Figure 1. Routing congestion map.
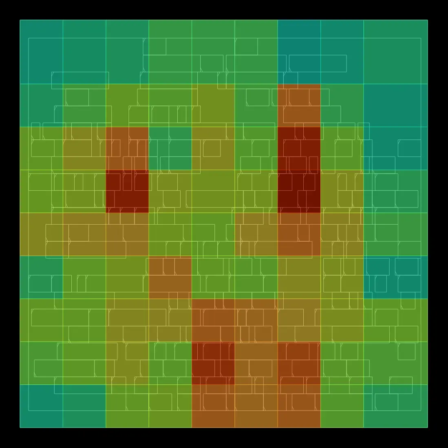
Figure 2. Drive-strength map.
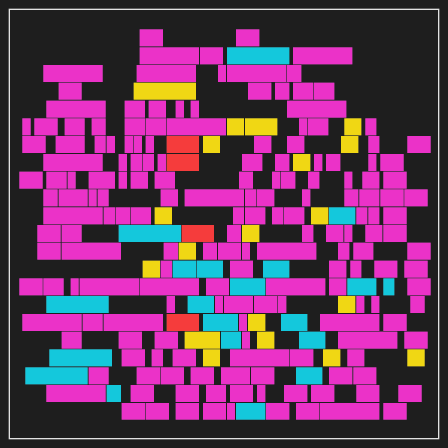
Figure 3. Placed cells, one color a class.
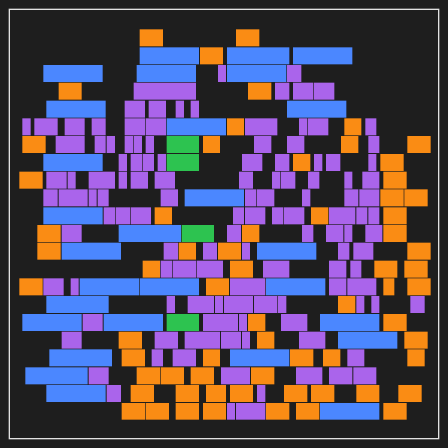
Figure 4. Sequential cells colored by netlist name.
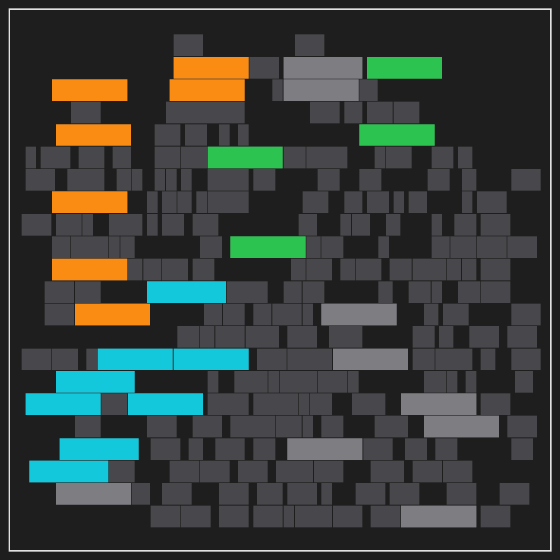
`config.mk`:
```
export PLATFORM = sky130hd
export DESIGN_NAME = pbs_turn_sched
export DESIGN_NICKNAME = d
export VERILOG_FILES = /design/src/rtl/pbs_pkg.sv /design/src/rtl/pbs_lfsr8.sv /design/src/rtl/pbs_turn_sched.sv
export SDC_FILE = /design/constraint.sdc
export NUM_CORES = 1
export LEC_CHECK = 0
export CORE_UTILIZATION = 40
export DETAILED_ROUTE_END_ITERATION = 6
export HOLD_SLACK_MARGIN = 0.1
export PLACE_DENSITY = 0.73
export SLEW_MARGIN = 20
export SYNTH_ARGS = -nofsm -noshare
export SYNTH_HDL_FRONTEND = slang
export SYNTH_SLANG_ARGS = --single-unit
```
`constraint.sdc`:
```
create_clock -name clk -period 2.8 [get_ports clk]
set_clock_uncertainty 0.05 [all_clocks]
set_input_delay 0.42 -clock clk [delete_from_list [all_inputs] [get_ports clk]]
set_output_delay 0.42 -clock clk [all_outputs]
set_load 0.02 [all_outputs]
```
`src/rtl/pbs_pkg.sv`:
```
// pbs_pkg: shared state/op encodings and helpers for the battle turn scheduler.
package pbs_pkg;
  typedef enum logic [3:0] {
    IDLE, LOAD, WAIT_GO, P_SEL, P_RESOLVE, P_CHECK, AI_SEL, AI_RESOLVE, AI_CHECK, WIN, LOSE
  } st_e;
  typedef enum logic [1:0] {OP_ATTACK, OP_HEAL, OP_CATCH, OP_RUN} op_e;
  // 11 states squeezed into a 3-bit LED code: each half-turn phase group shares one code
  function automatic logic [2:0] st_code(input st_e s);
    return (s == IDLE) ? 3'd0 : (s == LOAD) ? 3'd1 : (s == WAIT_GO) ? 3'd2 :
           (s inside {P_SEL, P_RESOLVE, P_CHECK}) ? 3'd3 :
           (s inside {AI_SEL, AI_RESOLVE, AI_CHECK}) ? 3'd4 : (s == WIN) ? 3'd5 : 3'd6;
  endfunction
  function automatic logic hit_rule(input logic [3:0] accu, input logic [3:0] r);
    return (accu == 4'hF) | (r < accu);
  endfunction
endpackage

```
`src/rtl/pbs_lfsr8.sv`:
```
// pbs_lfsr8: free-running 8-bit Fibonacci LFSR, x^8+x^6+x^5+x^4+1.
module pbs_lfsr8 #(
  parameter logic [7:0] SEED = 8'hA5
) (
  input  logic       clk,
  input  logic       rst,
  output logic [7:0] q
);
  always_ff @(posedge clk or posedge rst)
    if (rst) q <= SEED;
    else q <= {q[6:0], q[7] ^ q[5] ^ q[4] ^ q[3]};
endmodule

```
`src/rtl/pbs_turn_sched.sv`:
```
// pbs_turn_sched: sequences one player half-turn and one AI half-turn per go press.
module pbs_turn_sched import pbs_pkg::*; #(
  parameter logic [7:0] LFSR_SEED    = 8'hA5,
  parameter int         CATCH_HP_MAX = 4,
  parameter int         CATCH_ODDS   = 8,
  parameter int         MAX_TURNS    = 99
) (
  input  logic       clk,
  input  logic       rst,
  input  logic       go,
  input  logic [1:0] p_op,
  input  logic [1:0] p_move,
  input  logic [3:0] dmg,
  input  logic [3:0] accu,
  input  logic [3:0] ai_hp,
  input  logic       ai_dead,
  input  logic       p_dead,
  input  logic       dbg_rng_en,
  input  logic [7:0] dbg_rng,
  output logic [1:0] move_sel,
  output logic       active_trainer,
  output logic       load_ai_hp,
  output logic       apply_ai_damage,
  output logic       apply_p_damage,
  output logic       p_heal,
  output logic       catch,
  output logic       catch_fail,
  output logic       hit,
  output logic       busy,
  output logic       victory,
  output logic       loss,
  output logic       caught,
  output logic [6:0] turn_count,
  output logic [2:0] state
);
  localparam logic [3:0] HP_MAX = 4'(CATCH_HP_MAX);
  localparam logic [3:0] ODDS   = 4'(CATCH_ODDS);
  localparam logic [6:0] TMAX   = 7'(MAX_TURNS);
  st_e        st, st_nx;
  op_e        op_q;
  logic       go_q, armed, hit_now, catch_ok, go_edge;
  logic [7:0] lfsr, rng;
  logic [6:0] tc_nx;
  pbs_lfsr8 #(.SEED(LFSR_SEED)) u_lfsr (.clk(clk), .rst(rst), .q(lfsr));
  assign rng      = dbg_rng_en ? dbg_rng : lfsr;
  assign hit_now  = hit_rule(accu, rng[3:0]);
  assign catch_ok = (ai_hp <= HP_MAX) && (rng[7:4] < ODDS);
  assign go_edge  = go & ~go_q;
  assign tc_nx    = turn_count + 7'd1;
  always_comb begin
    st_nx = st;
    case (st)
      IDLE:       st_nx = armed ? LOAD : IDLE;
      LOAD:       st_nx = WAIT_GO;
      WAIT_GO:    st_nx = go_edge ? P_SEL : WAIT_GO;
      P_SEL:      st_nx = P_RESOLVE;
      P_RESOLVE:  st_nx = (op_q == OP_RUN) ? LOSE : (op_q == OP_CATCH && catch_ok) ? WIN : P_CHECK;
      P_CHECK:    st_nx = ai_dead ? WIN : AI_SEL;
      AI_SEL:     st_nx = AI_RESOLVE;
      AI_RESOLVE: st_nx = AI_CHECK;
      AI_CHECK:   st_nx = (p_dead || tc_nx == TMAX) ? LOSE : WAIT_GO;
      default:    st_nx = st;
    endcase
  end
  assign load_ai_hp      = st == LOAD;
  assign apply_ai_damage = st == P_RESOLVE && op_q == OP_ATTACK && hit_now && dmg != 4'd0;
  assign apply_p_damage  = st == AI_RESOLVE && hit_now && dmg != 4'd0;
  assign p_heal          = st == P_RESOLVE && op_q == OP_HEAL;
  assign catch           = st == P_RESOLVE && op_q == OP_CATCH && catch_ok;
  assign catch_fail      = st == P_RESOLVE && op_q == OP_CATCH && !catch_ok;
  assign busy            = st inside {P_SEL, P_RESOLVE, P_CHECK, AI_SEL, AI_RESOLVE, AI_CHECK};
  assign victory         = st == WIN;
  assign loss            = st == LOSE;
  assign state           = st_code(st);
  // go_q resets high so a go level held through reset is not seen as an edge
  always_ff @(posedge clk or posedge rst)
    if (rst) begin
      st             <= IDLE;
      go_q           <= 1'b1;
      armed          <= 1'b0;
      op_q           <= OP_ATTACK;
      move_sel       <= 2'd0;
      active_trainer <= 1'b0;
      hit            <= 1'b0;
      caught         <= 1'b0;
      turn_count     <= 7'd0;
    end else begin
      st    <= st_nx;
      go_q  <= go;
      armed <= 1'b1;
      if (st == WAIT_GO && go_edge) begin
        op_q           <= op_e'(p_op);
        move_sel       <= p_move;
        active_trainer <= 1'b0;
      end
      if (st == P_CHECK && !ai_dead) begin
        move_sel       <= rng[1:0];
        active_trainer <= 1'b1;
      end
      if ((st == P_RESOLVE && op_q == OP_ATTACK) || st == AI_RESOLVE) hit <= hit_now;
      if (catch) caught <= 1'b1;
      if (st == AI_CHECK && !p_dead && turn_count < TMAX) turn_count <= tc_nx;
    end
endmodule
```
==> notes.md <==
Physical design

The floorplan step records an initial core utilization of 42.73%. From the final report, the count of setup violators was given as 0. In this run the worst path has a maximum fanout of 2. The number of levels in the clock H-tree stands at 1. Global routing used between 10% and 20% of the available tracks across all layers. The DRC violation total after the first TritonRoute iteration stands at 58. The first global-routing pass estimated approximately 6300 um of wire. Per the skew report, the later register of the worst-skew pair sees a clock latency of about 0.27 ns. The netlist uses ~46 different library cells. The areal power density over the cells stands at about 330 nW/um^2. The setup path with the least slack is of type in -> out. Yosys reports that the leading cell type by area covers 35.71% of the netlist area. The worst setup path is launched from an input pin. The flow ran to the end, and the final reports show no timing, DRC or antenna violations. The ratio of final minimum period to clock period stands at around 98%. Of the cells placed in the final design, the portion with a size suffix greater than 1 is 19.55%. The number of synthesized flops with an enable pin stands at 0. In this run the post-CTS setup repair buffer count came out at 0. Before CTS, the worst setup slack after placement is -0.6389 ns. The tree is rooted in a clkbuf_8.

The number of nets in the synthesized netlist is ~200. The number of cells on the worst hold path is listed as 0. In the final timing run, aggregate negative setup slack is 0 ns. In this run the layout overhead on the synthesized area is reported as 44.02%. The overall routed net length stands at about 3800 um. The first-pass iteration count of the detailed router stands at 6.

Counting I/O delays and the setup requirement, the final critical path takes 2.745 ns.
Notes on Figure 1 above:
routed length per placed instance: 14.21 um
final core utilization: 61.55%
met2 Usage GRT: 34.15%

Notes on Figure 2 above:
x1 and smaller: shown in magenta, cells 177. x2: shown in cyan, cells 20. x6 and larger: shown in red, cells 4. x3 and x4: shown in yellow, cells 19.

Notes on Figure 3 above:
remaining logic cells: shown in purple, cells 123, share of their area 40%. clock drivers and dummy loads: shown in green, cells 4, share of their area 2.4%. registers: shown in blue, cells 28, share of their area 31%. remaining buffers and delay cells: shown in orange, cells 65, share of their area 27%.
Post-Layout Inst Area: 2321 um^2
placeable core area: 3771 um^2
proportion of cell area occupied by registers: 30.46%

Notes on Figure 4 above:
st: shown in green, flops 4, where north. u_lfsr.q: shown in cyan, flops 8. turn_count: shown in orange, flops 7.
area used by sequential logic in the layout: 706.9 um^2
Seq. pwr: 415 uW

==> stage by stage <==
stage	cells	util, %
4_1_cts	268	60.98
3_5_place_dp	264	59.62
5_1_grt	268	61.55
2_1_floorplan	160	-
3_3_place_gp	264	59.62
6_report	268	61.55
==> cells in the mapped netlist (2+ instances only) <==
cell,count
ha_1,5
o21ai_0,4
a21oi_1,6
nand4_1,2
nand2b_1,3
nor4_1,2
xor2_1,2
nor3b_1,5
clkbuf_1,6
a21o_1,3
a31oi_1,3
mux2i_1,5
a221oi_1,2
mux2_2,8
o221ai_1,2
nor3_1,6
nand2_1,9
dfrtp_1,23
nor2b_1,2
dfstp_2,5
nand3_1,4
or4_1,2
o21a_1,2
nor2_1,9
inv_1,12
xnor2_1,8
==> repair_timing <==
| action | CTS | global route |
|---|---|---|
| cloned | 0 | 0 |
| pin swaps | 2 | 2 |
| setup endpoints to repair | 3 | 3 |
| resized | 13 | 5 |
==> metal layers <==
layer | GRT usage (%) | routed length (um) | up-vias
li1 | - | - | 690
met4 | 7.880 | 70 | 0
met3 | 2.604 | 121 | 8
met1 | 23.15 | 1699 | 676
met2 | 34.15 | 1918 | 34
met5 | 0 | 0 | -
==> worst max-delay path: stages <==
cell,delay (ns)
clkdlybuf4s50_1,0.41
mux2_4,0.27
ha_2,0.33
o21ai_2,0.06
a221oi_2,0.24
o32a_1,0.24
buf_4,0.13
nor2_1,0.04
buf_4,0.15
==> registers in the layout, summed over array words and instances, names as in the netlist <==
signal,flops
u_lfsr.q,8
move_sel,2
hit,1
caught,1
st,4
armed,1
op_q,2
active_trainer,1
turn_count,7
go_q,1
==> worst paths after layout <==
| path | from | slack (ns) | to |
|---|---|---|---|
| max | dbg_rng[1] | 0.06 | apply_ai_damage |
| min | u_lfsr.q[6] | 0.31 | u_lfsr.q[7] |
| max reg2reg | st[1] | 0.69 | turn_count[3] |
| min reg2reg | u_lfsr.q[6] | 0.31 | u_lfsr.q[7] |
| max in group asynchronous | rst | 1.72 | u_lfsr.q[2] |
| min in group asynchronous | rst | 0.40 | u_lfsr.q[4] |
==> cells by family after synthesis <==
group / after synthesis / share of synthesized area [%]
compound gates: 31 / 14.75
xor+xnor: 10 / 5.435
fa+ha+maj: 5 / 3.882
buf+inv: 21 / 5.434
flops: 28 / 43.87
mux: 13 / 8.696
other cells: 1 / 0.2327
simple gates: 51 / 17.70
==> layout make-up <==
class                      instances  area share, %
inverter                          12          1.941
timing repair buffer              65          26.04
multi-input combinational        111          36.60
clock buffer                       4          2.372
tap                               48          2.588
sequential                        28          30.46
==> report_power, final <==
group / switching [uW] / internal (uW) / leakage (uW)
combinational: 45.1 / 67.3 / 0.000621
sequential: 4.33 / 411 / 0.000336
clock: 121 / 126 / 0.0000288
total: 171 / 604 / 0.000985
==> cell usage in the layout, fill, tap and decap left out, types with 4 or more instances in the layout <==
cell type,instances
mux2i_1,5
a21oi_1,6
xnor2_1,8
nand3_1,4
inv_1,12
clkdlybuf4s50_1,47
mux2_2,7
dfrtp_1,23
nor3_1,5
buf_4,16
dfstp_2,5
ha_1,4
nand2_1,9
nor3b_1,4
nor2_1,9
clkbuf_8,4
Power figures rest on the tool's default switching activity, not on a simulated workload.
